### src/rtl/uart_frame_parser_if.sv
// ----------------------------------------------------------------------------
// uart_frame_parser_if
// Groups the frame parser's RX-FIFO side and payload-stream side signals.
//   RX FIFO side : i_rx_empty, i_rx_data, i_err (to parser), o_rd_uart (pop)
//   Stream side  : o_data, o_valid, o_last (to sink), i_ready (from sink)
//   Status       : o_frame_ok, o_frame_err, o_err_code
// slave  modport : the parser itself
// master modport : whatever surrounds the parser (FIFO + sink)
// ----------------------------------------------------------------------------
interface uart_frame_parser_if;
  logic       i_rx_empty;
  logic [7:0] i_rx_data;
  logic [2:0] i_err;
  logic       o_rd_uart;
  logic [7:0] o_data;
  logic       o_valid;
  logic       i_ready;
  logic       o_last;
  logic       o_frame_ok;
  logic       o_frame_err;
  logic [1:0] o_err_code;

  modport slave (
    input  i_rx_empty, i_rx_data, i_err, i_ready,
    output o_rd_uart, o_data, o_valid, o_last, o_frame_ok, o_frame_err, o_err_code
  );

  modport master (
    output i_rx_empty, i_rx_data, i_err, i_ready,
    input  o_rd_uart, o_data, o_valid, o_last, o_frame_ok, o_frame_err, o_err_code
  );
endinterface

### src/rtl/uart_frame_parser.sv
// ----------------------------------------------------------------------------
// uart_frame_parser
// Pops bytes from a UART RX FIFO, hunts for SOF, parses a frame
//   SOF, LEN (1..MAX_LEN), LEN payload bytes, CHK
// into an internal buffer and, once (LEN + payload + CHK) mod 256 == 0,
// releases the payload on a valid/ready byte stream. Line errors, bad
// lengths, bad checksums and mid-frame stalls abort the frame.
// Ports:
//   i_clk    clock
//   i_rst_n  asynchronous active-low reset
//   bus      uart_frame_parser_if.slave (FIFO pop side, stream side, status)
// ----------------------------------------------------------------------------
module uart_frame_parser #(
  parameter int         MAX_LEN        = 16,
  parameter logic [7:0] SOF            = 8'hA5,
  parameter int         TIMEOUT_CYCLES = 1_000_000
) (
  input  logic               i_clk,
  input  logic               i_rst_n,
  uart_frame_parser_if.slave bus
);

  localparam int IDX_W  = $clog2(MAX_LEN + 1);
  localparam int BUF_AW = (MAX_LEN > 1) ? $clog2(MAX_LEN) : 1;
  // A disabled timeout still needs a 1-bit counter to keep the logic legal.
  localparam int IDLE_W = (TIMEOUT_CYCLES > 0) ? $clog2(TIMEOUT_CYCLES + 1) : 1;
  localparam logic [IDLE_W-1:0] IDLE_LAST =
    (TIMEOUT_CYCLES > 0) ? IDLE_W'(TIMEOUT_CYCLES - 1) : '0;

  typedef enum logic [2:0] {
    ST_HUNT    = 3'd0,
    ST_LEN     = 3'd1,
    ST_PAYLOAD = 3'd2,
    ST_CHK     = 3'd3,
    ST_SEND    = 3'd4
  } state_t;

  state_t            r_state;
  state_t            w_next_state;
  logic [IDX_W-1:0]  r_len;
  logic [IDX_W-1:0]  r_idx;
  logic [IDX_W-1:0]  w_idx_next;
  logic [7:0]        r_acc;
  logic [7:0]        w_chk_sum;
  logic [IDLE_W-1:0] r_idle;
  logic [7:0]        r_buf [MAX_LEN];
  logic [7:0]        r_data;
  logic              r_valid;
  logic              r_last;
  logic              r_frame_ok;
  logic              r_frame_err;
  logic [1:0]        r_err_code;

  logic       w_pop;
  logic       w_in_frame;
  logic       w_line_err;
  logic       w_len_bad;
  logic       w_idle_hit;
  logic       w_payload_last;
  logic       w_send_fire;
  logic       w_abort;
  logic [1:0] w_abort_code;
  logic       w_frame_ok;

  // Pop is combinational so the head byte is consumed in the same cycle;
  // reset forces it low even though the state register already reads HUNT.
  assign bus.o_rd_uart = i_rst_n & ~bus.i_rx_empty & (r_state != ST_SEND);
  assign w_pop         = bus.o_rd_uart;

  assign w_in_frame     = (r_state == ST_LEN) | (r_state == ST_PAYLOAD) | (r_state == ST_CHK);
  assign w_line_err     = w_pop & w_in_frame & (bus.i_err != 3'b000);
  assign w_len_bad      = (bus.i_rx_data == 8'd0) | (bus.i_rx_data > 8'(MAX_LEN));
  assign w_idle_hit     = (TIMEOUT_CYCLES != 0) & ~w_pop & (r_idle == IDLE_LAST);
  assign w_payload_last = (r_idx == (r_len - IDX_W'(1)));
  assign w_chk_sum      = r_acc + bus.i_rx_data;
  assign w_send_fire    = r_valid & bus.i_ready;
  assign w_idx_next     = r_idx + IDX_W'(1);

  assign bus.o_data      = r_data;
  assign bus.o_valid     = r_valid;
  assign bus.o_last      = r_last;
  assign bus.o_frame_ok  = r_frame_ok;
  assign bus.o_frame_err = r_frame_err;
  assign bus.o_err_code  = r_err_code;

  // State register.
  always_ff @(posedge i_clk or negedge i_rst_n) begin
    if (!i_rst_n) begin
      r_state <= ST_HUNT;
    end else begin
      r_state <= w_next_state;
    end
  end

  // Next-state decode with abort/accept strobes; a line error outranks the
  // length and checksum checks on the same byte.
  always_comb begin
    w_next_state = r_state;
    w_abort      = 1'b0;
    w_abort_code = 2'b00;
    w_frame_ok   = 1'b0;
    case (r_state)
      ST_HUNT: begin
        if (w_pop && (bus.i_rx_data == SOF)) begin
          w_next_state = ST_LEN;
        end else begin
          w_next_state = ST_HUNT;
        end
      end
      ST_LEN: begin
        if (w_line_err) begin
          w_abort = 1'b1; w_abort_code = 2'b00; w_next_state = ST_HUNT;
        end else if (w_pop && w_len_bad) begin
          w_abort = 1'b1; w_abort_code = 2'b01; w_next_state = ST_HUNT;
        end else if (w_pop) begin
          w_next_state = ST_PAYLOAD;
        end else if (w_idle_hit) begin
          w_abort = 1'b1; w_abort_code = 2'b11; w_next_state = ST_HUNT;
        end else begin
          w_next_state = ST_LEN;
        end
      end
      ST_PAYLOAD: begin
        if (w_line_err) begin
          w_abort = 1'b1; w_abort_code = 2'b00; w_next_state = ST_HUNT;
        end else if (w_pop && w_payload_last) begin
          w_next_state = ST_CHK;
        end else if (w_pop) begin
          w_next_state = ST_PAYLOAD;
        end else if (w_idle_hit) begin
          w_abort = 1'b1; w_abort_code = 2'b11; w_next_state = ST_HUNT;
        end else begin
          w_next_state = ST_PAYLOAD;
        end
      end
      ST_CHK: begin
        if (w_line_err) begin
          w_abort = 1'b1; w_abort_code = 2'b00; w_next_state = ST_HUNT;
        end else if (w_pop && (w_chk_sum != 8'h00)) begin
          w_abort = 1'b1; w_abort_code = 2'b10; w_next_state = ST_HUNT;
        end else if (w_pop) begin
          w_frame_ok = 1'b1; w_next_state = ST_SEND;
        end else if (w_idle_hit) begin
          w_abort = 1'b1; w_abort_code = 2'b11; w_next_state = ST_HUNT;
        end else begin
          w_next_state = ST_CHK;
        end
      end
      ST_SEND: begin
        if (w_send_fire && r_last) begin
          w_next_state = ST_HUNT;
        end else begin
          w_next_state = ST_SEND;
        end
      end
      default: begin
        w_next_state = ST_HUNT;
      end
    endcase
  end

  // Length, index and checksum accumulator; r_idx is the write index while
  // parsing and the read index while sending.
  always_ff @(posedge i_clk or negedge i_rst_n) begin
    if (!i_rst_n) begin
      r_len <= '0;
      r_idx <= '0;
      r_acc <= 8'h00;
    end else begin
      case (r_state)
        ST_HUNT: begin
          r_idx <= '0;
          if (w_pop && (bus.i_rx_data == SOF)) begin
            r_acc <= 8'h00;
          end else begin
            r_acc <= r_acc;
          end
        end
        ST_LEN: begin
          if (w_pop && !w_line_err && !w_len_bad) begin
            r_len <= IDX_W'(bus.i_rx_data);
            r_acc <= bus.i_rx_data;
            r_idx <= '0;
          end else begin
            r_len <= r_len;
          end
        end
        ST_PAYLOAD: begin
          if (w_pop) begin
            r_acc <= w_chk_sum;
            r_idx <= w_idx_next;
          end else begin
            r_acc <= r_acc;
          end
        end
        ST_CHK: begin
          r_idx <= '0;
        end
        ST_SEND: begin
          if (w_send_fire) begin
            r_idx <= w_idx_next;
          end else begin
            r_idx <= r_idx;
          end
        end
        default: begin
          r_idx <= '0;
        end
      endcase
    end
  end

  // Payload buffer write; storage needs no reset since it is only read after
  // being filled for the current frame.
  always_ff @(posedge i_clk) begin
    if ((r_state == ST_PAYLOAD) && w_pop) begin
      r_buf[r_idx[BUF_AW-1:0]] <= bus.i_rx_data;
    end
  end

  // Idle counter: counts pop-free cycles inside a frame, clears on any pop
  // and on every state change.
  always_ff @(posedge i_clk or negedge i_rst_n) begin
    if (!i_rst_n) begin
      r_idle <= '0;
    end else if (w_in_frame && !w_pop && (w_next_state == r_state)) begin
      r_idle <= r_idle + IDLE_W'(1);
    end else begin
      r_idle <= '0;
    end
  end

  // Registered stream outputs and status pulses; o_data/o_last only move on
  // frame acceptance or a handshake, so they hold under backpressure.
  always_ff @(posedge i_clk or negedge i_rst_n) begin
    if (!i_rst_n) begin
      r_data      <= 8'h00;
      r_valid     <= 1'b0;
      r_last      <= 1'b0;
      r_frame_ok  <= 1'b0;
      r_frame_err <= 1'b0;
      r_err_code  <= 2'b00;
    end else begin
      r_frame_ok  <= w_frame_ok;
      r_frame_err <= w_abort;
      r_err_code  <= w_abort ? w_abort_code : r_err_code;
      if (w_frame_ok) begin
        r_valid <= 1'b1;
        r_data  <= r_buf[BUF_AW'(0)];
        r_last  <= (r_len == IDX_W'(1));
      end else if (w_send_fire && r_last) begin
        r_valid <= 1'b0;
        r_last  <= 1'b0;
      end else if (w_send_fire) begin
        r_data  <= r_buf[w_idx_next[BUF_AW-1:0]];
        r_last  <= (w_idx_next == (r_len - IDX_W'(1)));
      end else begin
        r_valid <= r_valid;
      end
    end
  end

endmodule

### src/flat_wrapper.sv
// flat-port wrapper written by rule: the top's interface ports become plain ports
module uart_frame_parser_flat 
#(
  parameter int         MAX_LEN        = 16,
  parameter logic [7:0] SOF            = 8'hA5,
  parameter int         TIMEOUT_CYCLES = 1_000_000
)
  (i_clk, i_rst_n, bus_i_rx_empty, bus_i_rx_data, bus_i_err, bus_i_ready, bus_o_rd_uart, bus_o_data, bus_o_valid, bus_o_last, bus_o_frame_ok, bus_o_frame_err, bus_o_err_code);
  uart_frame_parser_if bus_i ();
  input  logic i_clk;
  input  logic i_rst_n;
  input wire logic [$bits(bus_i.i_rx_empty)-1:0] bus_i_rx_empty;
  input wire logic [$bits(bus_i.i_rx_data)-1:0] bus_i_rx_data;
  input wire logic [$bits(bus_i.i_err)-1:0] bus_i_err;
  input wire logic [$bits(bus_i.i_ready)-1:0] bus_i_ready;
  output wire logic [$bits(bus_i.o_rd_uart)-1:0] bus_o_rd_uart;
  output wire logic [$bits(bus_i.o_data)-1:0] bus_o_data;
  output wire logic [$bits(bus_i.o_valid)-1:0] bus_o_valid;
  output wire logic [$bits(bus_i.o_last)-1:0] bus_o_last;
  output wire logic [$bits(bus_i.o_frame_ok)-1:0] bus_o_frame_ok;
  output wire logic [$bits(bus_i.o_frame_err)-1:0] bus_o_frame_err;
  output wire logic [$bits(bus_i.o_err_code)-1:0] bus_o_err_code;
  assign bus_i.i_rx_empty = bus_i_rx_empty;
  assign bus_i.i_rx_data = bus_i_rx_data;
  assign bus_i.i_err = bus_i_err;
  assign bus_i.i_ready = bus_i_ready;
  assign bus_o_rd_uart = bus_i.o_rd_uart;
  assign bus_o_data = bus_i.o_data;
  assign bus_o_valid = bus_i.o_valid;
  assign bus_o_last = bus_i.o_last;
  assign bus_o_frame_ok = bus_i.o_frame_ok;
  assign bus_o_frame_err = bus_i.o_frame_err;
  assign bus_o_err_code = bus_i.o_err_code;
  uart_frame_parser #(.MAX_LEN(MAX_LEN), .SOF(SOF), .TIMEOUT_CYCLES(TIMEOUT_CYCLES)) u_core (.i_clk(i_clk), .i_rst_n(i_rst_n), .bus(bus_i));
endmodule
### config.mk
export PLATFORM = sky130hd
export DESIGN_NAME = uart_frame_parser_flat
export DESIGN_NICKNAME = d
export VERILOG_FILES = /design/src/rtl/uart_frame_parser_if.sv /design/src/rtl/uart_frame_parser.sv /design/src/flat_wrapper.sv
export SDC_FILE = /design/constraint.sdc
export NUM_CORES = 1
export LEC_CHECK = 0
export ABC_AREA = 1
export CAP_MARGIN = 40
export CELL_PAD_IN_SITES_DETAIL_PLACEMENT = 1
export CELL_PAD_IN_SITES_GLOBAL_PLACEMENT = 1
export CORE_MARGIN = 2
export CORE_UTILIZATION = 40
export CTS_CLUSTER_DIAMETER = 200
export CTS_CLUSTER_SIZE = 20
export DETAILED_ROUTE_END_ITERATION = 12
export PLACE_DENSITY_LB_ADDON = 0.1
export SKIP_LAST_GASP = 1
export SLEW_MARGIN = 20
export SYNTH_ARGS = -nofsm -noshare
export SYNTH_HDL_FRONTEND = slang
export SYNTH_SLANG_ARGS = --single-unit
### constraint.sdc
create_clock -name i_clk -period 3.2 [get_ports i_clk]
set_input_delay 0.96 -clock i_clk [delete_from_list [all_inputs] [get_ports i_clk]]
set_output_delay 0.96 -clock i_clk [all_outputs]
set_load 0.01 [all_outputs]
Figure 1. I/O nets highlighted.
Scale: 2 px per um.
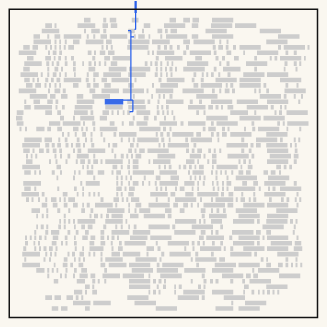
Key: blue = `bus_o_valid` [direction output, edge top, end cells 1, buffers 1, wire 59.9 um]

==> summary.log <==
qor: final_layout.layout.nets 1006
qor: final_layout.final-clk-cell-share 5.657%
qor: placed_design.place.detailed.hpwl 16510 um
qor: final_layout.fillers 2469
qor: drt.post_detailed_route_drc_marker_count 0
qor: cts.max-clock-path-buffers 2
qor: power.switching_power_as_a_share_of_total_power 24.96%
qor: global_routing.wire_length_of_the_first_global_routing_pass 39280 um
qor: synthesis.synthArstFlopShare 30.05%
qor: cts.cts_post_setup_buffers_inserted 0
qor: drt.drt_iter0_markers 331
qor: power.power.static_leakage 4.146 nW
qor: final_layout.total_inserted_antenna_cells 0
qor: placed_design.placed_cell_area 0.009799 mm^2
qor: final_layout.area_delta_synth_final 16.55%
qor: drt.detail_route.first_pass.iterations 4
qor: final_layout.final_cell_mix nand2_1 (166), nor2_1 (130), edfxtp_1 (128)
qor: synthesis.simple_gate_share 20.52%
qor: power.overall_power_consumption 4.963 mW
qor: power.power.switching 1.239 mW
qor: placed_design.place_ws -437.7 ps
qor: final_layout.largest_reg_flops 128
qor: synthesis.edff_count_synth 128
qor: global_routing.antenna_found_initial 0
qor: setup_path.worst_r2r_startpoint u_core.r_idx[1]
qor: cts.reg_clk_slew_reported_paths 80 ps
qor: setup_path.cp_data_arrival_time 3320 ps
qor: power.pg_clk 2.08 mW
qor: final_layout.finish.utilization 47.63%
qor: final_layout.sequential_cell_total 183
qor: placed_design.port_buffers 29
qor: floorplan.vertical_die_size 153.3 um
qor: power.sequentialPowerShare 51.6%
qor: synthesis.ys_seq_elements 183
qor: drt.drt-total-wl 24040 um
qor: setup_path.critical-path-slowest-cell clkdlybuf4s50_1
qor: synthesis.synth.yosys.seq_area_share 58.53%
qor: synthesis.dominantRegCellSynth edfxtp_1
qor: drt.antenna_left 0
qor: floorplan.die.size.x 153.3 um
qor: synthesis.synth_warnings 0
qor: timing.postLayoutSetupSlackWorst 253.9 ps
qor: setup_path.cp_top_family simple AND/OR/NAND/NOR gates
qor: power.share_clk_of_total_power 41.9%
qor: synthesis.yosys-dominant-comb-family simple AND/OR/NAND/NOR gates
qor: synthesis.dominant_cells_by_area_after_synthesis edfxtp_1 (43%), dfrtp_1 (15%), nand2_1 (7.0%)
qor: timing.finalClockSkew 15.76 ps
qor: final_layout.sh_comb_area 30.57%
qor: floorplan.tap-cell-count 280
qor: cts.htree_levels 4
qor: synthesis.number_of_standard_cells_reported_by_yosys 911
qor: synthesis.syn-mean-instance-area 9.790 um^2
qor: global_routing.via_count_of_the_first_global_routing_pass 7176
qor: outcome.outcome completed
qor: synthesis.count_of_distinct_cell_types_in_the_synthesized_netlist 43
qor: final_layout.final-comb-area 0.003178 mm^2
qor: timing.timing.final.hold_violations 0
qor: final_layout.final_area 0.01040 mm^2
qor: min_path.hold_start u_core.r_idle[0]
qor: power.powerDensity 477.4 mW/mm^2
Figure 2. Pin map.
Scale: 3 px per um. Pins as bars across the die edge, other pins in grey.
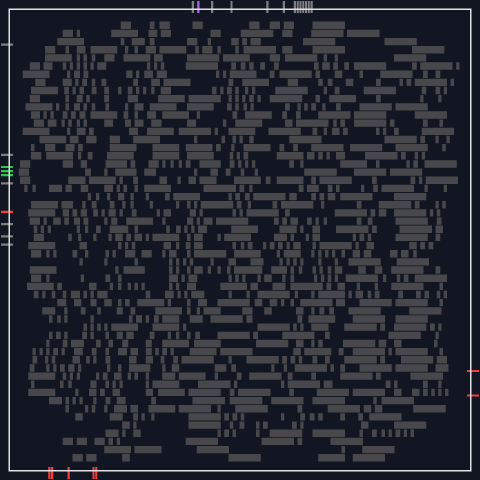
Key: red = `bus_i_rx_data` [pins 8, direction input, edge 5 bottom, 2 right, 1 left]; purple = `bus_o_valid` [pins 1, direction output, edge top]; green = `bus_i_err` [pins 3, direction input, edge left]

## metal layers
layer / vias to the layer above / track usage (%) / part of all wire (%)
li1: 3209 / - / -
met1: 3317 / 28.18 / 47
met2: 96 / 35.93 / 49
met3: 27 / 3.034 / 2.3
met4: 0 / 6.834 / 1.9
met5: - / 0 / 0
## final timing paths
kind,endpoint,slack (ps),cells past startpoint
worst max-delay path,u_core.bus.o_data[2],250,17
worst min-delay path,u_core.r_idle[0],480,1
worst max register to register,u_core.bus.o_data[6],620,12
worst min register to register,u_core.r_idle[0],480,1
max in group asynchronous,u_core.r_idx[0],1980,2
min in group asynchronous,u_core.bus.o_data[4],670,2
Power is estimated from default activity; no workload was simulated.
